`src/rtl/core_seq_ctrl_if.sv`:
```
// Memory-side handshake bundle for the multi-cycle sequencer:
// instruction fetch and data access request/response signals.
interface core_seq_ctrl_if #(
  parameter int XLEN = 32
);
  logic            imem_req;
  logic            imem_rvalid;
  logic [XLEN-1:0] machineCode;
  logic            dmem_req;
  logic            dmem_ready;
  logic            dataMem_wr_en;

  modport master (
    output imem_req,
    output dmem_req,
    output dataMem_wr_en,
    input  imem_rvalid,
    input  machineCode,
    input  dmem_ready
  );

  modport slave (
    input  imem_req,
    input  dmem_req,
    input  dataMem_wr_en,
    output imem_rvalid,
    output machineCode,
    output dmem_ready
  );
endinterface

```
`src/rtl/core_seq_ctrl.sv`:
```
// Multi-cycle RV32I sequencer: FETCH/DECODE/EXECUTE/MEM/WB with
// memory wait timeouts, illegal-opcode halt and perf counters.
module core_seq_ctrl #(
  parameter int              XLEN        = 32,
  parameter int              CNT_W       = 32,
  parameter int              MEM_TIMEOUT = 16,
  parameter logic [XLEN-1:0] NOP_INSTR   = XLEN'(32'h0000_0013)
) (
  input  logic             clk,
  input  logic             reset,
  core_seq_ctrl_if.master  mem,
  input  logic             regFile_wr_en_dec,
  input  logic             mem_rd_dec,
  input  logic             mem_wr_dec,
  input  logic             illegal_dec,
  output logic [XLEN-1:0]  ir,
  output logic             regFile_wr_en,
  output logic             pc_en,
  output logic [2:0]       state,
  output logic             halted,
  output logic [1:0]       halt_cause,
  output logic [CNT_W-1:0] cycle_cnt,
  output logic [CNT_W-1:0] instret_cnt
);

  typedef enum logic [2:0] {
    S_FETCH   = 3'd0,
    S_DECODE  = 3'd1,
    S_EXECUTE = 3'd2,
    S_MEM     = 3'd3,
    S_WB      = 3'd4,
    S_HALT    = 3'd5
  } state_e;

  localparam int WW =
    (MEM_TIMEOUT > 1) ? $clog2(MEM_TIMEOUT) : 1;
  localparam logic [WW-1:0] WAIT_LAST =
    WW'((MEM_TIMEOUT > 0) ? MEM_TIMEOUT - 1 : 0);
  localparam bit TO_EN = (MEM_TIMEOUT != 0);

  localparam logic [1:0] C_ILLEGAL = 2'd1;
  localparam logic [1:0] C_DMEM_TO = 2'd2;
  localparam logic [1:0] C_IMEM_TO = 2'd3;

  state_e           state_q, state_d;
  logic [XLEN-1:0]  ir_q, ir_d;
  logic [WW-1:0]    wait_q, wait_d;
  logic [1:0]       cause_q, cause_d;
  logic             halted_q, halted_d;
  logic [CNT_W-1:0] cycle_q, cycle_d;
  logic [CNT_W-1:0] instret_q, instret_d;
  logic             to_hit;
  logic             run;

  assign to_hit = TO_EN && (wait_q == WAIT_LAST);
  assign run    = !reset;

  always_comb begin
    state_d   = state_q;
    ir_d      = ir_q;
    wait_d    = '0;
    cause_d   = cause_q;
    halted_d  = halted_q;
    instret_d = instret_q;
    cycle_d   = halted_q ? cycle_q : cycle_q + CNT_W'(1);
    unique case (state_q)
      S_FETCH: begin
        if (mem.imem_rvalid) begin
          ir_d    = mem.machineCode;
          state_d = S_DECODE;
        end else if (to_hit) begin
          state_d  = S_HALT;
          cause_d  = C_IMEM_TO;
          halted_d = 1'b1;
        end else begin
          wait_d = wait_q + WW'(1);
        end
      end
      S_DECODE: begin
        if (illegal_dec) begin
          state_d  = S_HALT;
          cause_d  = C_ILLEGAL;
          halted_d = 1'b1;
        end else begin
          state_d = S_EXECUTE;
        end
      end
      S_EXECUTE: begin
        state_d = (mem_rd_dec || mem_wr_dec) ? S_MEM : S_WB;
      end
      S_MEM: begin
        // a handshake on the last allowed cycle still completes
        if (mem.dmem_ready) begin
          state_d = S_WB;
        end else if (to_hit) begin
          state_d  = S_HALT;
          cause_d  = C_DMEM_TO;
          halted_d = 1'b1;
        end else begin
          wait_d = wait_q + WW'(1);
        end
      end
      S_WB: begin
        instret_d = instret_q + CNT_W'(1);
        state_d   = S_FETCH;
      end
      S_HALT: begin
        state_d = S_HALT;
      end
      default: begin
        state_d = S_FETCH;
      end
    endcase
  end

  always_ff @(posedge clk) begin
    if (reset) begin
      state_q   <= S_FETCH;
      ir_q      <= NOP_INSTR;
      wait_q    <= '0;
      cause_q   <= '0;
      halted_q  <= 1'b0;
      cycle_q   <= '0;
      instret_q <= '0;
    end else begin
      state_q   <= state_d;
      ir_q      <= ir_d;
      wait_q    <= wait_d;
      cause_q   <= cause_d;
      halted_q  <= halted_d;
      cycle_q   <= cycle_d;
      instret_q <= instret_d;
    end
  end

  // strobes are suppressed during the reset cycle itself
  assign mem.imem_req      = run && (state_q == S_FETCH);
  assign mem.dmem_req      = run && (state_q == S_MEM);
  assign mem.dataMem_wr_en = run && (state_q == S_MEM) && mem_wr_dec;
  assign regFile_wr_en     = run && (state_q == S_WB) && regFile_wr_en_dec;
  assign pc_en             = run && (state_q == S_WB);

  assign ir          = ir_q;
  assign state       = state_q;
  assign halted      = halted_q;
  assign halt_cause  = cause_q;
  assign cycle_cnt   = cycle_q;
  assign instret_cnt = instret_q;

endmodule

```
`src/flat_wrapper.sv`:
```
// flat-port wrapper written by rule: the top's interface ports become plain ports
module core_seq_ctrl_flat 
#(
  parameter int              XLEN        = 32,
  parameter int              CNT_W       = 32,
  parameter int              MEM_TIMEOUT = 16,
  parameter logic [XLEN-1:0] NOP_INSTR   = XLEN'(32'h0000_0013)
)
  (clk, reset, regFile_wr_en_dec, mem_rd_dec, mem_wr_dec, illegal_dec, ir, regFile_wr_en, pc_en, state, halted, halt_cause, cycle_cnt, instret_cnt, mem_imem_req, mem_dmem_req, mem_dataMem_wr_en, mem_imem_rvalid, mem_machineCode, mem_dmem_ready);
  core_seq_ctrl_if #(.XLEN(XLEN)) mem_i ();
  input  logic clk;
  input  logic reset;
  input  logic regFile_wr_en_dec;
  input  logic mem_rd_dec;
  input  logic mem_wr_dec;
  input  logic illegal_dec;
  output logic [XLEN-1:0] ir;
  output logic regFile_wr_en;
  output logic pc_en;
  output logic [2:0] state;
  output logic halted;
  output logic [1:0] halt_cause;
  output logic [CNT_W-1:0] cycle_cnt;
  output logic [CNT_W-1:0] instret_cnt;
  output wire logic [$bits(mem_i.imem_req)-1:0] mem_imem_req;
  output wire logic [$bits(mem_i.dmem_req)-1:0] mem_dmem_req;
  output wire logic [$bits(mem_i.dataMem_wr_en)-1:0] mem_dataMem_wr_en;
  input wire logic [$bits(mem_i.imem_rvalid)-1:0] mem_imem_rvalid;
  input wire logic [$bits(mem_i.machineCode)-1:0] mem_machineCode;
  input wire logic [$bits(mem_i.dmem_ready)-1:0] mem_dmem_ready;
  assign mem_imem_req = mem_i.imem_req;
  assign mem_dmem_req = mem_i.dmem_req;
  assign mem_dataMem_wr_en = mem_i.dataMem_wr_en;
  assign mem_i.imem_rvalid = mem_imem_rvalid;
  assign mem_i.machineCode = mem_machineCode;
  assign mem_i.dmem_ready = mem_dmem_ready;
  core_seq_ctrl #(.XLEN(XLEN), .CNT_W(CNT_W), .MEM_TIMEOUT(MEM_TIMEOUT), .NOP_INSTR(NOP_INSTR)) u_core (.clk(clk), .reset(reset), .mem(mem_i), .regFile_wr_en_dec(regFile_wr_en_dec), .mem_rd_dec(mem_rd_dec), .mem_wr_dec(mem_wr_dec), .illegal_dec(illegal_dec), .ir(ir), .regFile_wr_en(regFile_wr_en), .pc_en(pc_en), .state(state), .halted(halted), .halt_cause(halt_cause), .cycle_cnt(cycle_cnt), .instret_cnt(instret_cnt));
endmodule
```
`config.mk`:
```
export PLATFORM = sky130hd
export DESIGN_NAME = core_seq_ctrl_flat
export DESIGN_NICKNAME = d
export VERILOG_FILES = /design/src/rtl/core_seq_ctrl_if.sv /design/src/rtl/core_seq_ctrl.sv /design/src/flat_wrapper.sv
export SDC_FILE = /design/constraint.sdc
export NUM_CORES = 1
export LEC_CHECK = 0
export CORE_MARGIN = 3
export CORE_UTILIZATION = 42
export DETAILED_ROUTE_END_ITERATION = 16
export HOLD_SLACK_MARGIN = 0.03
export PLACE_DENSITY = 0.76
export SYNTH_ARGS = -nofsm -noshare
export SYNTH_HDL_FRONTEND = slang
export SYNTH_SLANG_ARGS = --single-unit
```
`constraint.sdc`:
```
create_clock -name clk -period 2.1 [get_ports clk]
set_input_delay 0.42 -clock clk [delete_from_list [all_inputs] [get_ports clk]]
set_output_delay 0.42 -clock clk [all_outputs]
set_load 0.005 [all_outputs]
```
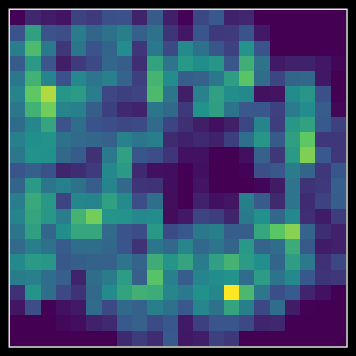
run_1/metal_density.png
(3 px per um) 22 x 22 tiles, from dark purple (low) to yellow (high), scaled to the fullest tile. Values are wire area over tile area, all layers added.
16% of the tiles are over half the peak. The mean over all tiles is 0.17. The fullest tile reaches 0.58.
Via Count: 4793
global-route usage over all layers: 20.29%
Wirelength per Cell: 14.77 um

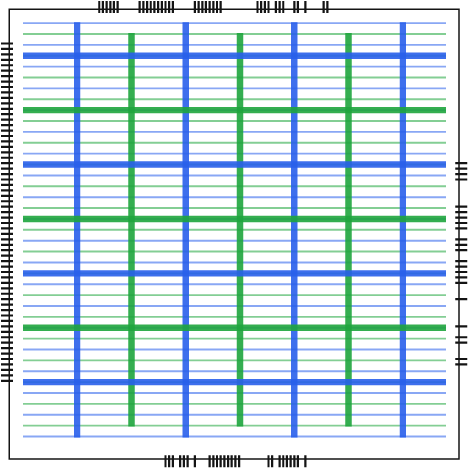
run_1/power_grid.png
(4 px per um) Pins as bars on the die edge.
Key: VSS = blue; VDD = green
147 signal pins sit on the boundary. 7 straps on met5. 7 straps on met4.
vertical die dimension: 112.1 um
worst-case vdd ir drop: 0.6726 mV

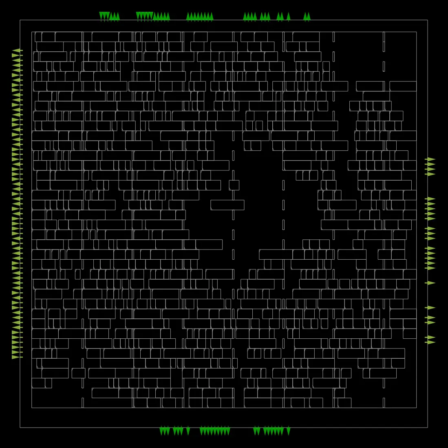
run_1/placement.png
CORE AREA: 0.01094 sq mm
cell row count: 38
Non-Filler Instances: 879
sequential portion of the cell area: 30.85%

==> flow_metrics.py, run 1 <==
# Metrics from the implementation run
metrics = {
    "synthesis": {
        "count_of_flip_flops_with_a_built_in_enable_after_synthesis": 0,
        "synth.yosys.seq_area_share_pct": 44.90,
        "synthDominantCellAreaShare_pct": 44.90,
        "post-synth-top-count-cell": "sky130_fd_sc_hd__dfxtp_1",
        "post_synth_instance_area_sq_mm": 0.004726,
        "yosys.stat.chipArea_sq_mm": 0.004726,
    },
    "clocking": {
        "clockBufferDepth": 2,
        "tritoncts.num_buffers": 9,
        "clock_sink_count": 106,
        "clkTransAtPathRegs_ps": 70,
    },
    "flow_run": {
        "warning_count": 26,
    },
    "timing": {
        "timing.final.max_slew_violations": 0,
        "max_slew_headroom_pct": 56.39,
        "hold_ws_ps": 344.3,
        "setup-violations-final": 0,
    },
    "power_and_ir_drop": {
        "power_density_mw_per_mm2": 628.0,
    },
    "placement": {
        "dp.final_hpwl_mm": 9.212,
        "dp_cells": 854,
    },
    "detailed_routing": {
        "ant_nets": 0,
        "drt_iter0_markers": 326,
    },
    "setup_path": {
        "path_cells": "ha_4 -> nand4b_4 -> or4_4 -> or4_1 -> a21oi_1",
        "maximum_fanout_encountered_on_the_critical_timing_path": 7,
        "critical_path.max_stage_delay_ps": 620,
        "critical-path-top-delay-family": "simple AND/OR/NAND/NOR gates",
    },
    "run_status": {
        "status": "finished clean",
    },
    "global_routing": {
        "antenna_found_initial": 0,
    },
}
run 1: metal layers:
| layer | track usage [%] | up-vias | part of all wire, % |
|---|---|---|---|
| met5 | 0 | - | 0 |
| met3 | 8.410 | 8 | 8.7 |
| met1 | 23.87 | 2254 | 41 |
| met2 | 34.45 | 155 | 49 |
| met4 | 5.208 | 0 | 0.50 |
| li1 | - | 2376 | - |
run 1: registers in the layout, summed over array words and instances (netlist names):
signal              cells
u_core.cycle_cnt       32
u_core.halt_cause       2
u_core.halted           1
u_core.instret_cnt     32
u_core.ir              32
u_core.state            3
u_core.wait_q           4
run 1: worst reg2reg max path, cell delays in order, from the launching register on:
cell	delay, ps
sky130_fd_sc_hd__dfxtp_1	380
sky130_fd_sc_hd__ha_4	170
sky130_fd_sc_hd__nand4b_4	150
sky130_fd_sc_hd__or4_4	620
sky130_fd_sc_hd__or4_1	490
sky130_fd_sc_hd__a21oi_1	150
run 1: power by group through the flow:
stage	Clock, uW	Combinational [uW]	Sequential (uW)
6_report	1600	596	2130
5_1_grt	1730	653	2140
4_1_cts	1650	586	2130
3_5_place_dp	0	566	2170
3_3_place_gp	0	552	2170
2_1_floorplan	0	225	2190
run 1: kinds of logic after synthesis:
kind of cell	share of synthesized area (%)
muxes	0.4501
AOI/OAI and AO/OA	15.54
buffers and inverters	5.110
and+or+nand+nor	28.94
DFF	44.90
xor gates and xnor gates	4.263
adders and majority gates	0.7944
run 1: metrics by stage:
stage / utilization (%) / TNS, ps
5_1_grt: 63.05 / -1.624
3_3_place_gp: 59.18 / 0
4_1_cts: 62.31 / 0
6_report: 63.05 / 0
2_1_floorplan: - / 0
3_5_place_dp: 59.18 / 0
run 1: final cells by class:
| class | instances | area, sq um |
|---|---|---|
| inverter | 13 | 48.80 |
| clock buffer | 9 | 225.2 |
| clock inverter | 7 | 55.05 |
| timing repair buffer | 193 | 1847 |
| fill | 923 | 4040 |
| sequential | 106 | 2127 |
| multi-input combinational | 411 | 2417 |
| tap | 140 | 175.2 |
run 1: worst paths after layout:
check / end / startpoint / cells past startpoint
max: u_core.cycle_cnt[30] / u_core.cycle_cnt[0] / 5
min: u_core.state[2] / reset / 2
max reg2reg: u_core.cycle_cnt[30] / u_core.cycle_cnt[0] / 5
min reg2reg: u_core.ir[13] / u_core.ir[13] / 2
run 1: cell usage in the layout (no fill, tap or decap), drive strengths merged, types with 2 or more instances in the layout:
cell type        n
or4             31
clkbuf          10
o21ai           19
ha               3
nand2           89
nand3b           5
nor3             9
inv             14
nor4             7
nor2b            2
dlymetal6s2s     2
nor2            30
and4             5
a21oi           74
or2              2
or3             18
nand3           23
buf             47
and2             5
o31ai           27
clkinv           4
clkinvlp         2
xor2             8
dfxtp          106
clkdlybuf4s50  140
nand2b           2
dlygate4sd2      3
nand4           14
xnor2           15
and3             5
run 1: repair_timing:
action / 4_1_cts / 5_1_grt
setup endpoints to repair: 5 / 18
hold buffers: 0 / 0
pin swaps: 3 / 3
setup buffers: 6 / 4
gates resized: 12 / 8
run_1/sizes.png
(2 px per um)
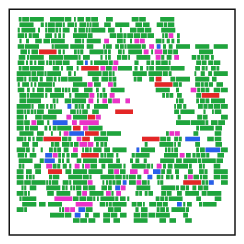

==> run 2: changes to the inputs <==
--- a/config.mk
+++ b/config.mk
@@ -9,7 +9,7 @@
 export CORE_UTILIZATION = 42
 export DETAILED_ROUTE_END_ITERATION = 16
 export HOLD_SLACK_MARGIN = 0.03
-export PLACE_DENSITY = 0.76
+export PLACE_DENSITY = 0.85
 export SYNTH_ARGS = -nofsm -noshare
 export SYNTH_HDL_FRONTEND = slang
 export SYNTH_SLANG_ARGS = --single-unit
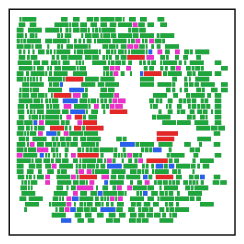
run_2/sizes.png
(2 px per um)
Key: _6 and larger = red [cells 16]; _0 and _1 cells = green [cells 645]; _2 cells = blue [cells 23]; _3 and _4 cells = magenta [cells 51]
Non-CTS buffers: 189
area of all placed cells without fillers: 0.006940 sq mm
final critical-path setup slack: 58.68 ps
Synth-to-Final Area Change: 46.86%

==> run 2 against run 1 <==
  * Critical path type unchanged
  * Die area unchanged
  * Highest routed layer unchanged
  * Worst hold slack gained 110 ps
  * First-iteration DRC count shrank 3.4%
  * Clock skew down 1.3 ps
  * Clock power is 19% higher
  * Utilization rose by 0.41 points
  * Total power grew 6.9%
  * Sequential power barely moved
==> flow_metrics.py, run 2 <==
# Metrics from the implementation run
metrics = {
    "flow_run": {
        "warning_count": 27,
    },
    "timing": {
        "timing.final.max_slew_violations": 0,
        "max_slew_headroom_pct": 45.91,
        "setup_total_negative_slack_ps": 0,
        "finalCriticalPeriod_ps": 2041,
    },
    "clocking": {
        "clock_sink_count": 106,
        "clkTransAtPathRegs_ps": 70,
        "clockBufferDepth": 2,
        "tritoncts.num_buffers": 9,
    },
    "synthesis": {
        "synth.yosys.seq_area_share_pct": 44.90,
        "yosys_most_used_dff": "sky130_fd_sc_hd__dfxtp_1",
        "post-synth-top-count-cell": "sky130_fd_sc_hd__dfxtp_1",
        "count_of_flip_flops_with_a_built_in_enable_after_synthesis": 0,
        "synthDominantCellAreaShare_pct": 44.90,
    },
    "final_layout": {
        "layout_top_cell_excl_fill_tap": "sky130_fd_sc_hd__clkdlybuf4s50_1",
        "logic_area_sq_mm": 0.002425,
        "layout.cells.most_common_list": "sky130_fd_sc_hd__clkdlybuf4s50_1, sky130_fd_sc_hd__dfxtp_1, sky130_fd_sc_hd__nand2_1, sky130_fd_sc_hd__a21oi_1, sky130_fd_sc_hd__buf_4",
    },
    "detailed_routing": {
        "ant_nets": 0,
        "drt_iter0_markers": 315,
    },
    "placement": {
        "dp.final_hpwl_mm": 9.560,
    },
    "die": {
        "core_area_sq_mm": 0.01094,
        "die_height_um": 112.1,
        "std_cell_rows": 38,
    },
    "power_and_ir_drop": {
        "power_density_mw_per_mm2": 667.0,
        "irDropWorstVdd_mv": 0.4540,
    },
    "run_status": {
        "status": "finished clean",
    },
    "setup_path": {
        "maximum_fanout_encountered_on_the_critical_timing_path": 18,
    },
}
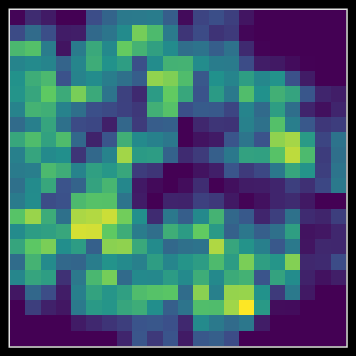
run_2/metal_density.png
(3 px per um) 22 x 22 tiles, from dark purple (low) to yellow (high), scaled to the fullest tile. Values are wire area over tile area, all layers added.
The emptiest ninth of the die: upper right. The fullest tile reaches 0.49. The mean over all tiles is 0.17.
final WL: 13.26 mm
Wirelength per Cell: 15.16 um
global-route usage over all layers: 20.48%
Via Count: 4869

==> run 2: critical path: stages (launching register included) <==
cell and delay (ps):
sky130_fd_sc_hd__dfxtp_1 350, sky130_fd_sc_hd__nand4_1 180, sky130_fd_sc_hd__or4b_1 540, sky130_fd_sc_hd__buf_4 210, sky130_fd_sc_hd__or4_1 510, sky130_fd_sc_hd__a21oi_2 180
==> run 2: path summary, 6_finish.rpt <==
kind | startpoint | end | slack [ps] | cells after the start
worst max-delay path | u_core.cycle_cnt[7] | u_core.cycle_cnt[19] | 60 | 5
worst min-delay path | u_core.ir[12] | u_core.ir[12] | 460 | 2
worst max register to register | u_core.cycle_cnt[7] | u_core.cycle_cnt[19] | 60 | 5
worst min register to register | u_core.ir[12] | u_core.ir[12] | 460 | 2
==> run 2: power groups by stage <==
| stage | combinational, uW | sequential [uW] | clock [uW] |
|---|---|---|---|
| after detailed placement | 568 | 2170 | 0 |
| final | 596 | 2130 | 1900 |
| after global routing | 649 | 2140 | 2030 |
| after CTS | 591 | 2130 | 1940 |
| after floorplan | 225 | 2190 | 0 |
| after global placement | 546 | 2170 | 0 |
==> run 2: layout make-up <==
cell class	instances	share of cell area (%)
Timing Repair Buffer	189	26.21
Clock buffer	9	3.245
Clock inverter	7	1.695
Multi-Input combinational cell	411	34.94
Tap cell	140	2.524
Inverter	13	0.7031
Sequential cell	106	30.68
==> run 2: per-stage QoR <==
step / utilization, % / total power [uW] / area, sq um / std cells / hold WS, ps
6_report: 63.47 / 4629 / 6940 / 875 / 456.4
3_3_place_gp: 59.29 / 2714 / 6484 / 854 / 439.8
3_5_place_dp: 59.29 / 2742 / 6484 / 854 / 448.5
5_1_grt: 63.47 / 4815 / 6940 / 875 / 469.9
2_1_floorplan: - / 2412 / 4726 / 567 / 430.8
4_1_cts: 63.00 / 4665 / 6889 / 873 / 458.5
==> run 2: cells by family after synthesis <==
logic type | after synthesis | share of synthesized area, %
buffers and inverters | 50 | 5.110
XOR/XNOR | 23 | 4.263
AND/OR/NAND/NOR | 255 | 28.94
multiplexers | 2 | 0.4501
adder cells (fa/ha/maj) | 3 | 0.7944
AND-OR/OR-AND | 128 | 15.54
flip-flops | 106 | 44.90
==> run 2: timing repair <==
item                       in CTS  in global routing
setup endpoints to repair       6                 17
resized                        15                 12
hold buffers                    0                  0
setup buffers                   3                  2
pin swaps                       1                  3
==> run 2: layer usage <==
layer	wire length (um)	GRT usage, %
met3	907	6.092
met1	5346	23.27
met4	264	7.292
met5	0	0
met2	6743	36.53
run_2/power_grid.png
(4 px per um) Pins as bars on the die edge.
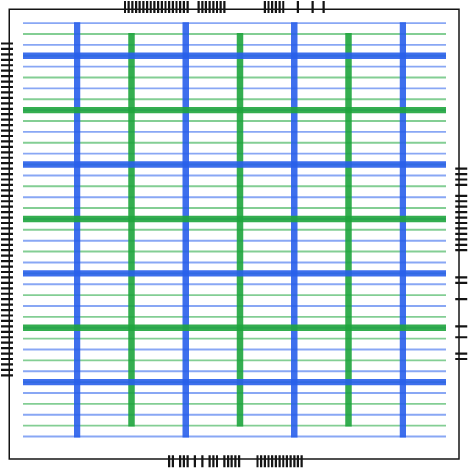

==> run 3: changes to the inputs <==
--- a/config.mk
+++ b/config.mk
@@ -5,6 +5,8 @@
 export SDC_FILE = /design/constraint.sdc
 export NUM_CORES = 1
 export LEC_CHECK = 0
+export CAP_MARGIN = 20
+export CORE_ASPECT_RATIO = 1.4
 export CORE_MARGIN = 3
 export CORE_UTILIZATION = 42
 export DETAILED_ROUTE_END_ITERATION = 16
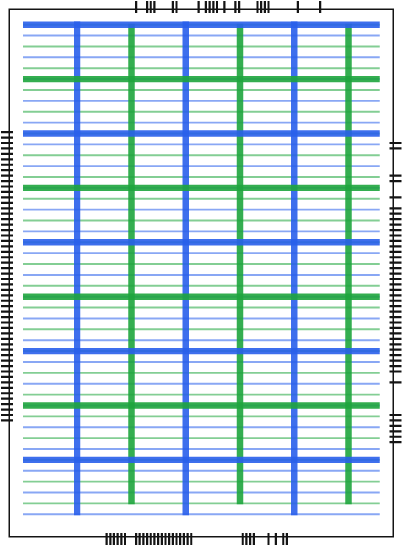
run_3/power_grid.png
(4 px per um) Pins as bars on the die edge.
die x size: 95.65 um
vertical die dimension: 131.5 um
CORE AREA: 0.01092 sq mm
worst-case vdd ir drop: 0.3764 mV

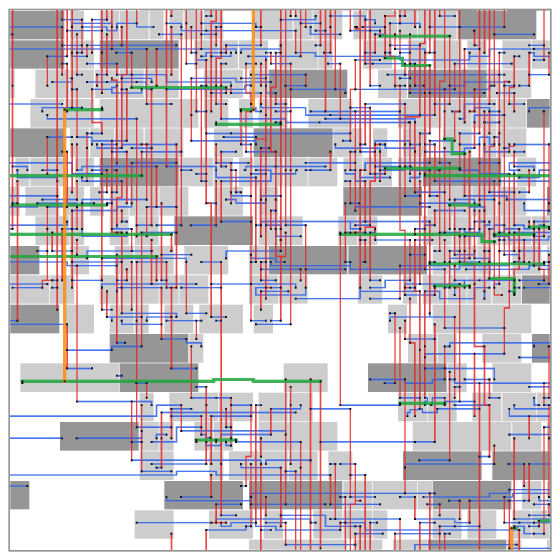
run_3/detail.png
Window x 23 to 73, y 67 to 117 um. Cells in gray, sequential cells in the stronger gray; small squares are vias.
Key: metal 3 = green; metal 4 = orange; metal 1 = blue; metal 2 = red
Most frequent: dfxtp_1 (23), a21oi_1 (21), buf_4 (16). 196 logic cells have their middle in the window. Netlist names of flops here include u_core.instret_cnt (21). Sequential cells in the window: 24.

==> run 3 against run 2 <==
  * Synthesized cell count unchanged
  * Sequential share of layout area increased by 0.45 points
  * Non-clock buffer count decreased by 4
  * Worst hold slack got worse by 120 ps
  * Combinational power decreased by 4.7%
  * Critical path depth decreased by 1
  * Critical path type unchanged
  * Critical endpoint is now u_core.cycle_cnt[25]
  * Largest cell class unchanged
  * Highest routed layer unchanged
==> flow_metrics.py, run 3 <==
# Metrics from the implementation run
metrics = {
    "die": {
        "std_cell_rows": 45,
    },
    "clocking": {
        "tritoncts.num_buffers": 9,
        "clkTransAtPathRegs_ps": 70,
        "clockBufferDepth": 2,
        "ctsHoldBuffers": 0,
        "clk_latency_ps": 340,
        "clock_sink_count": 106,
    },
    "synthesis": {
        "fp_nets": 610,
        "post_synth_instance_area_sq_mm": 0.004726,
        "yosys_most_used_dff": "sky130_fd_sc_hd__dfxtp_1",
        "synthDominantCellAreaShare_pct": 44.90,
        "yosys.stat.chipArea_sq_mm": 0.004726,
        "post-synth-top-count-cell": "sky130_fd_sc_hd__dfxtp_1",
        "synth.yosys.seq_area_share_pct": 44.90,
        "count_of_flip_flops_with_a_built_in_enable_after_synthesis": 0,
    },
    "timing": {
        "max_slew_headroom_pct": 51.45,
        "timing.final.max_slew_violations": 0,
        "finalCriticalPeriod_ps": 2059,
        "layout_worst_path_cycle_share_pct": 98.05,
        "setup_total_negative_slack_ps": 0,
        "setup-violations-final": 0,
        "finalWorstSetupSlack_ps": 40.96,
    },
    "placement": {
        "dp_cells": 849,
        "gp_congestion": 0.8464,
        "post_dp_cell_area_sq_mm": 0.006427,
    },
    "detailed_routing": {
        "ant_nets": 0,
        "metal_1_wl_mm": 5.153,
        "total_met3_wirelength_after_detailed_routing_mm": 1.360,
        "routed-via-count": 4936,
        "final_wl_mm": 13.59,
        "wl_met2_mm": 6.875,
        "wl_per_cell_um": 15.55,
    },
    "final_layout": {
        "layout.cells.most_common_list": "sky130_fd_sc_hd__clkdlybuf4s50_1, sky130_fd_sc_hd__dfxtp_1, sky130_fd_sc_hd__nand2_1, sky130_fd_sc_hd__a21oi_1, sky130_fd_sc_hd__buf_4",
        "logic_area_sq_mm": 0.002464,
        "filler_cell_count": 901,
        "layout_top_cell_excl_fill_tap": "sky130_fd_sc_hd__clkdlybuf4s50_1",
        "regArea_sq_mm": 0.002146,
        "layout-area-overhead-vs-synth_pct": 45.83,
        "final-instance-count-excl-fill": 874,
        "stdcell_area_sq_mm": 0.006892,
    },
    "flow_run": {
        "warning_count": 27,
        "max_cap_violations": 0,
    },
    "setup_path": {
        "maximum_fanout_encountered_on_the_critical_timing_path": 5,
        "crit_arrival_ps": 2290,
    },
    "power_and_ir_drop": {
        "power_density_mw_per_mm2": 629.6,
        "leakagePower_uw": 0.002323,
    },
    "run_status": {
        "status": "finished clean",
    },
    "global_routing": {
        "antenna_found_initial": 0,
    },
}
-- run 3: timing repair --
item                                    CTS  global route
gates resized                            14            24
setup buffers                             1             6
pin swaps                                 1             6
gates cloned                              0             2
endpoints found under the setup margin   13            26
-- run 3: cells by family after synthesis --
kind of cell,after synthesis,share of synthesized area [%]
AND-OR/OR-AND,128,15.54
XOR/XNOR,23,4.263
adder cells (fa/ha/maj),3,0.7944
buffers and inverters,50,5.110
flip-flops,106,44.90
multiplexers,2,0.4501
AND/OR/NAND/NOR,255,28.94
-- run 3: path summary, 6_finish.rpt --
check | from | to | slack (ps) | cells after the start
setup / recovery | u_core.halted | u_core.cycle_cnt[25] | 40 | 4
hold / removal | reset | u_core.cycle_cnt[15] | 330 | 2
setup reg to reg | u_core.halted | u_core.cycle_cnt[25] | 40 | 4
hold reg to reg | u_core.ir[5] | u_core.ir[5] | 450 | 2
-- run 3: power groups by stage --
stage / registers (uW) / clock network, uW / logic (uW)
finish: 2140 / 1630 / 568
global route: 2150 / 1750 / 628
detailed placement: 2180 / 0 / 559
floorplan: 2190 / 0 / 225
CTS: 2140 / 1670 / 569
global placement: 2180 / 0 / 545
-- run 3: per-stage QoR --
stage               total power [uW]  util, %  hold slack, ps
CTS                             4371    61.87           310.8
global route                    4531    63.09           326.0
floorplan                       2412        -           430.8
global placement                2720    58.84           439.0
detailed placement              2741    58.84           445.3
finish                          4339    63.09           331.5
-- run 3: area by class of cell --
class / instances / share of cell area [%]
repair buffers: 185 / 25.62
clock buffers: 12 / 3.867
well taps: 141 / 2.560
inverters: 13 / 0.7081
multi-input cells: 413 / 35.75
flip-flops and latches: 106 / 31.14
clock inverters: 4 / 0.3631
-- run 3: critical path, stage by stage, from the launching register on --
cell and delay, ps:
sky130_fd_sc_hd__dfxtp_1 360, sky130_fd_sc_hd__nand3b_1 220, sky130_fd_sc_hd__or4_1 650, sky130_fd_sc_hd__nor4_1 340
sky130_fd_sc_hd__mux2_2 370
-- run 3: layer usage --
layer | vias to the layer above | track usage, %
met5 | - | 0
met4 | 0 | 6.646
met3 | 19 | 8.190
met2 | 208 | 35.36
met1 | 2340 | 22.60
li1 | 2369 | -
Power figures rest on the tool's default switching activity, not on a simulated workload.
